==> config.mk <==
export PLATFORM = sky130hd
export DESIGN_NAME = mem_stage
export DESIGN_NICKNAME = d
export VERILOG_FILES = /design/src/rtl/mem_stage.sv
export SDC_FILE = /design/constraint.sdc
export NUM_CORES = 1
export LEC_CHECK = 0
export CORE_AREA = 5 5 147 149
export DETAILED_ROUTE_END_ITERATION = 10
export DIE_AREA = 0 0 152 154
export PLACE_DENSITY = 0.81
export SETUP_SLACK_MARGIN = 0.5
export SYNTH_ARGS = -nofsm -noshare
export SYNTH_HDL_FRONTEND = slang
export SYNTH_SLANG_ARGS = --single-unit
export TNS_END_PERCENT = 10
==> constraint.sdc <==
create_clock -name clk -period 11.25 [get_ports clk]
set_input_delay 1.6875 -clock clk [delete_from_list [all_inputs] [get_ports clk]]
set_output_delay 1.6875 -clock clk [all_outputs]
set_load 0.02 [all_outputs]
==> src/rtl/mem_stage.sv <==
// -----------------------------------------------------------------------------
// mem_stage: memory-access stage of the 5-stage RV32I pipeline.
//   Issues byte/half/word loads and stores on a req/ready data-memory port.
//   Stalls upstream while an access is outstanding and resolves taken
//   branches. Also holds the MEM/WB pipeline register.
//
// Ports
//   clk, reset                     clock (rising edge), async active-high reset
//   w_reg, branch, isbranch        EX/MEM control bits
//   w_dm[1:0], r_dm[2:0]           store size / load type
//   reg_dest[1:0], rd[4:0]         write-back select / destination register
//   pc_4, alu_result, pc_branch,   PC+4, effective address, branch target,
//   data2                          store data
//   dm_req, dm_we, dm_addr,        data-memory request port (combinational)
//   dm_be, dm_wdata
//   dm_rdata, dm_ready             data-memory response
//   stall, pc_sel, pc_target       pipeline control (combinational)
//   misalign_err                   misaligned access trap (combinational)
//   *_wb                           MEM/WB pipeline register
//
// Build option
//   MEM_MISALIGN_TRAP_EN  defined: misaligned accesses raise misalign_err, are
//                         not issued and write back nothing.
//                         undefined: low address bits are ignored and the
//                         access is aligned down.
// -----------------------------------------------------------------------------
module mem_stage (
    input  logic        clk,
    input  logic        reset,
    input  logic        w_reg,
    input  logic        branch,
    input  logic        isbranch,
    input  logic [1:0]  w_dm,
    input  logic [2:0]  r_dm,
    input  logic [1:0]  reg_dest,
    input  logic [4:0]  rd,
    input  logic [31:0] pc_4,
    input  logic [31:0] alu_result,
    input  logic [31:0] pc_branch,
    input  logic [31:0] data2,
    output logic        dm_req,
    output logic        dm_we,
    output logic [31:0] dm_addr,
    output logic [3:0]  dm_be,
    output logic [31:0] dm_wdata,
    input  logic [31:0] dm_rdata,
    input  logic        dm_ready,
    output logic        stall,
    output logic        pc_sel,
    output logic [31:0] pc_target,
    output logic        misalign_err,
    output logic        w_reg_wb,
    output logic [1:0]  reg_dest_wb,
    output logic [4:0]  rd_wb,
    output logic [31:0] alu_result_wb,
    output logic [31:0] load_data_wb,
    output logic [31:0] pc_4_wb
);

    localparam int unsigned XLEN = 32;

    typedef enum logic [1:0] {
        S_IDLE = 2'd0,
        S_WAIT = 2'd1,
        S_DONE = 2'd2
    } state_t;

    state_t            r_state;
    state_t            w_state_nxt;
    logic [XLEN-1:0]   r_load_buf;

    logic              w_is_store;
    logic              w_is_load;
    logic              w_mem_op;
    logic              w_trap;
    logic              w_req;
    logic              w_stall;
    logic              w_req_g;
    logic              w_stall_g;
    logic [3:0]        w_be;
    logic [XLEN-1:0]   w_wdata;
    logic [7:0]        w_byte;
    logic [15:0]       w_half;
    logic [XLEN-1:0]   w_load_data;

    // Operation decode; a store wins over a simultaneous load encoding.
    assign w_is_store = (w_dm != 2'b00);
    assign w_is_load  = ~w_is_store && (r_dm >= 3'd1) && (r_dm <= 3'd5);
    assign w_mem_op   = w_is_store | w_is_load;

`ifdef MEM_MISALIGN_TRAP_EN
    logic w_misalign;

    // Halves need an even address, words a 4-byte aligned one.
    always_comb begin
        w_misalign = 1'b0;
        if (w_is_store) begin
            case (w_dm)
                2'b10:   w_misalign = alu_result[0];
                2'b11:   w_misalign = |alu_result[1:0];
                default: w_misalign = 1'b0;
            endcase
        end else if (w_is_load) begin
            case (r_dm)
                3'd2, 3'd5: w_misalign = alu_result[0];
                3'd3:       w_misalign = |alu_result[1:0];
                default:    w_misalign = 1'b0;
            endcase
        end
    end

    assign w_trap = w_mem_op & w_misalign;
`else
    assign w_trap = 1'b0;
`endif

    // FSM state register.
    always_ff @(posedge clk or posedge reset) begin
        if (reset) begin
            r_state <= S_IDLE;
        end else begin
            r_state <= w_state_nxt;
        end
    end

    // FSM next state.
    always_comb begin
        w_state_nxt = r_state;
        case (r_state)
            S_IDLE: begin
                if (w_mem_op && !w_trap) begin
                    w_state_nxt = dm_ready ? S_DONE : S_WAIT;
                end
            end
            S_WAIT: begin
                if (dm_ready) begin
                    w_state_nxt = S_DONE;
                end
            end
            S_DONE:  w_state_nxt = S_IDLE;
            default: w_state_nxt = S_IDLE;
        endcase
    end

    // FSM outputs: request and stall while the access is outstanding.
    always_comb begin
        w_req   = 1'b0;
        w_stall = 1'b0;
        case (r_state)
            S_IDLE: begin
                if (w_mem_op && !w_trap) begin
                    w_req   = 1'b1;
                    w_stall = 1'b1;
                end
            end
            S_WAIT: begin
                w_req   = 1'b1;
                w_stall = 1'b1;
            end
            default: begin
                w_req   = 1'b0;
                w_stall = 1'b0;
            end
        endcase
    end

    // Reset masks the combinational controls so an in-flight request drops at once.
    assign w_req_g      = w_req & ~reset;
    assign w_stall_g    = w_stall & ~reset;

    assign dm_req       = w_req_g;
    assign dm_we        = w_req_g & w_is_store;
    assign dm_addr      = {alu_result[31:2], 2'b00};
    assign dm_be        = w_be;
    assign dm_wdata     = w_wdata;
    assign stall        = w_stall_g;
    assign pc_sel       = branch & isbranch & ~w_stall_g;
    assign pc_target    = pc_branch;
    assign misalign_err = w_trap & ~reset;

    // Byte enables and lane-replicated store data.
    always_comb begin
        w_be    = 4'b0000;
        w_wdata = '0;
        if (w_is_store) begin
            case (w_dm)
                2'b01: begin
                    w_be    = 4'b0001 << alu_result[1:0];
                    w_wdata = {4{data2[7:0]}};
                end
                2'b10: begin
                    w_be    = alu_result[1] ? 4'b1100 : 4'b0011;
                    w_wdata = {2{data2[15:0]}};
                end
                default: begin
                    w_be    = 4'b1111;
                    w_wdata = data2;
                end
            endcase
        end else if (w_is_load) begin
            w_be = 4'b1111;
        end
    end

    // Load buffer, captured on the handshake edge.
    always_ff @(posedge clk or posedge reset) begin
        if (reset) begin
            r_load_buf <= '0;
        end else if (w_req_g && dm_ready && w_is_load) begin
            r_load_buf <= dm_rdata;
        end
    end

    // Lane extraction and sign/zero extension from the load buffer.
    always_comb begin
        case (alu_result[1:0])
            2'd0:    w_byte = r_load_buf[7:0];
            2'd1:    w_byte = r_load_buf[15:8];
            2'd2:    w_byte = r_load_buf[23:16];
            default: w_byte = r_load_buf[31:24];
        endcase
        w_half      = alu_result[1] ? r_load_buf[31:16] : r_load_buf[15:0];
        w_load_data = '0;
        if (w_is_load) begin
            case (r_dm)
                3'd1:    w_load_data = {{24{w_byte[7]}}, w_byte};
                3'd2:    w_load_data = {{16{w_half[15]}}, w_half};
                3'd3:    w_load_data = r_load_buf;
                3'd4:    w_load_data = {24'd0, w_byte};
                3'd5:    w_load_data = {16'd0, w_half};
                default: w_load_data = '0;
            endcase
        end
    end

    // MEM/WB register: bubble while stalled, trapped ops write nothing back.
    always_ff @(posedge clk or posedge reset) begin
        if (reset) begin
            w_reg_wb      <= 1'b0;
            reg_dest_wb   <= 2'b00;
            rd_wb         <= 5'd0;
            alu_result_wb <= '0;
            load_data_wb  <= '0;
            pc_4_wb       <= '0;
        end else if (w_stall_g) begin
            w_reg_wb      <= 1'b0;
        end else begin
            w_reg_wb      <= w_reg & ~w_trap;
            reg_dest_wb   <= reg_dest;
            rd_wb         <= rd;
            alu_result_wb <= alu_result;
            load_data_wb  <= w_trap ? '0 : w_load_data;
            pc_4_wb       <= pc_4;
        end
    end

endmodule

==> reports/qor_table.md <==
| Item | Reported |
|---|---|
| Run status | finished, final reports clean |
| Tap Count | 270 |
| Clock tree from TritonCTS | yes |
| Setup TNS | 0 ns |
| Commonest cells after routing, fill and taps aside | 319 x clkdlybuf4s50_1, 138 x dfrtp_1, 95 x mux2_2 |
| CP cell instances | clkdlybuf4s50_1 -> or3b_1 -> a211o_1 -> nor3b_1 -> nand2b_4 -> inv_4 -> buf_4 -> clkdlybuf4s50_1 |
| Worst Path Class, Setup | in -> out |
| CP max stage delay | 0.74 ns |
| Die footprint | 23410 um2 |
| Total combinational power | 408 uW |
| Number of DRC markers in iteration 0 | 290 |
| Max FO, Critical Path | 58 |
| Late-Pin Clk Latency | 0.41 ns |
| Share of cell area taken by multi-input logic gates | 26.63% |
| Setup slack of the worst register-to-register path | 8.65 ns |
| CP max-delay cell | clkdlybuf4s50_1 |
| Mean instance size in the synthesized netlist | 12.28 um2 |
| Post-CTS setup-driven buffer insertion count | 0 |
| Synth warnings | 0 |
| Count of H-tree levels built during CTS | 4 |
| Area growth, synth to finish | 48.71% |
| Final HPWL from detailed placement | 17.53 mm |
| Synth Register Bits | 138 |
| Yosys stat chip area | 6964 um2 |
| Crit path capture type | output pin |
| Worst clock skew | 0.006124 ns |
| Root cell of the clock tree | clkbuf_16 |
| Area of the core region | 20040 um2 |
| Xor and xnor fraction of the mapped netlist area | 0.1258% |
| First-pass iteration count of the detailed router | 4 |
| Number of global-route vias before repair | 5942 |
| Count of tool warnings | 29 |
| Number of vias per cell | 5.101 |
| Number of I/O pins | 387 |
| IR Drop Worst-Case VDD | 0.00008862 V |
| Int Pwr | 1071 uW |
| Final layout net count | 990 |
| Number of antenna violations at the first check in global routing | 0 |
| Synthesized-area fraction occupied by ao, oa, aoi and oai cells | 12.67% |
| Inverter count | 9 |
| Most frequent logic cell in the layout | clkdlybuf4s50_1 |
| Gate power share | 26.8% |
| Power consumption | 1526 uW |
| Resized cells post-CTS | 0 |
| Horizontal die dimension | 152 um |
| Cells after synthesis | 567 |
| Share of the clock period used by the worst path after layout | 64.31% |
| Count of plain and timing-repair buffers in the layout | 325 |
| Number of enable-type register cells in the synthesized netlist | 0 |
| Net switching power | 455.0 uW |
| Residual antenna-violating net count after detailed routing | 0 |
| Share of flip-flops with an asynchronous set or reset after synthesis | 100.0% |
| Logic family by area | multiplexers |
| Layout sequential cell count | 138 |
| Max-cap violation count | 0 |
| Sequential area share after synthesis | 49.59% |
| Setup repair after global routing missed its margin | false |
| Proportion of layout cells with a drive suffix above 1 | 18.70% |
| Post-Synth Adder-Cell Area | 0.8983% |
| Ys flop type | dfrtp_1 |
| Worst slew slack as a fraction of its limit | 27.48% |
| Clock transition time at the flip-flop clock pins of the worst setup and hold paths | 0.06 ns |
| Slew @ Worst Pin | 1.084 ns |
| CTS buffer count | 17 |
| Remaining Overflow, GRT | 0 |
| Most repeated library cell on the critical path | clkdlybuf4s50_1 |
| Critical Path RT | 9.56 ns |
| Placement-stage cell area | 9828 um2 |
| Core utilization before placement | 34.75% |
| Distinct cell type count of the synthesized netlist | 42 |
[synthesized netlist by cell type (8+ instances only)]
| cell type | n | area [um2] |
|---|---|---|
| a221oi_1 | 15 | 131.4 |
| a21oi_1 | 28 | 140.1 |
| and3_1 | 8 | 50.05 |
| buf_4 | 71 | 533.0 |
| clkbuf_1 | 24 | 90.09 |
| nand2b_1 | 11 | 68.82 |
| o2bb2ai_1 | 22 | 192.7 |
| a211oi_1 | 9 | 67.56 |
| nand3_1 | 8 | 40.04 |
| inv_1 | 8 | 30.03 |
| nor2_1 | 22 | 82.58 |
| mux2_2 | 95 | 1070 |
| o2bb2ai_2 | 10 | 150.1 |
| nor2b_1 | 11 | 68.82 |
| dfrtp_1 | 138 | 3453 |
| mux2_1 | 10 | 112.6 |
| a22oi_1 | 16 | 120.1 |
[worst max-delay path: cells and delay by family]
family | cells | cell delay (ns)
AND-OR/OR-AND | 1 | 0.40
buffers and inverters | 4 | 2.59
AND/OR/NAND/NOR | 3 | 0.81
[per-layer routing]
metal | track usage [%] | up-vias | wire (um)
met5 | 0 | - | 0
met1 | 21.20 | 2778 | 8210
met2 | 34.91 | 283 | 12480
met3 | 6.549 | 32 | 2058
li1 | - | 2457 | -
met4 | 6.079 | 0 | 501
[worst paths after layout]
| check | start | endpoint | depth (start not counted) |
|---|---|---|---|
| setup / recovery | r_dm[0] | dm_req | 8 |
| setup reg to reg | r_state[1] | pc_4_wb[22] | 5 |
| min in group asynchronous | reset | r_state[1] | 2 |
| hold / removal | load_data_wb[16] | load_data_wb[16] | 1 |
| hold reg to reg | load_data_wb[16] | load_data_wb[16] | 1 |
| max in group asynchronous | reset | pc_4_wb[19] | 3 |
### Congestion heat map

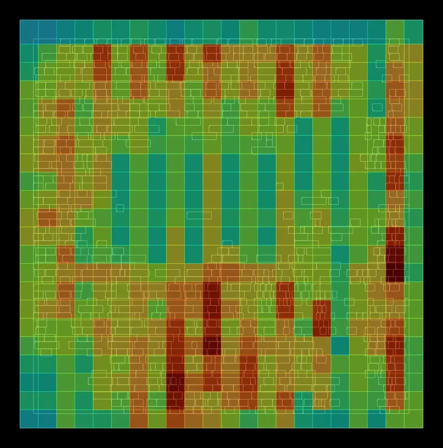
met3 usage: 6.549%
detail-routed net length per standard cell: 21.37 um
GRT met2 Usage: 34.91%

### Sequential cells colored by netlist name

Scale bar: 50 um.
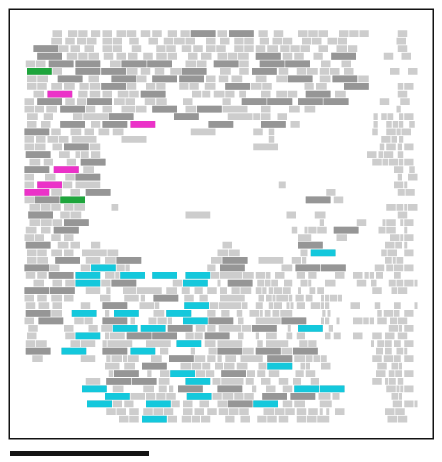
Cyan shows load_data_wb, placed flops 32. Green shows reg_dest_wb, placed flops 2. Magenta shows rd_wb, placed flops 5.
Another 99 sequential cells are not colored.
area taken by flip-flops and latches: 3453 um2
power consumed by sequential cells: 615 uW

### Wire density map

Scale bar: 50 um. 30 x 31 tiles, from dark blue (low) to red (high), scaled to the fullest tile. Values are wire area over tile area, all layers added.
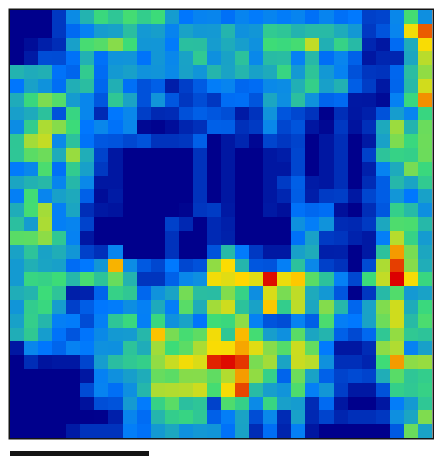
The emptiest ninth of the die: center. The mean over all tiles is 0.16. The densest ninth of the die: south. 15% of the tiles are over half the peak.
GRT Total Usage: 19.23%
WL final: 23.25 mm

### Cells colored by class

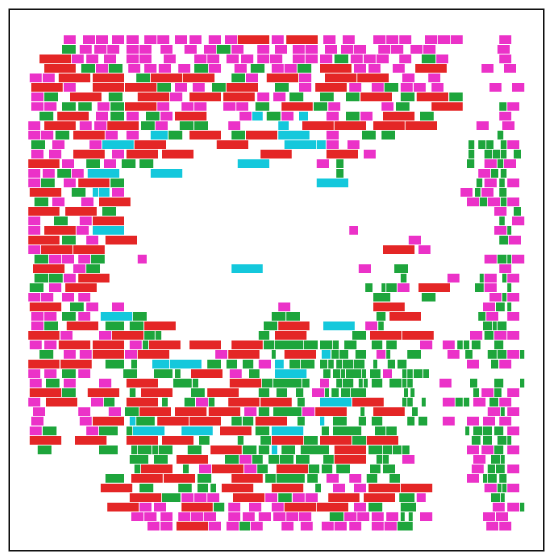
Cyan shows clock drivers and dummy loads, cells 30. Green shows remaining logic cells, cells 325. Red shows sequential cells, cells 138. Magenta shows remaining buffers and delay cells, cells 325.
final core utilization: 51.68%
flop share of the area: 33.35%
total number of placement rows: 52
Layout Cell Area excl Fill: 10360 um2

No activity file was given, so power comes from the tool's default toggle rates.
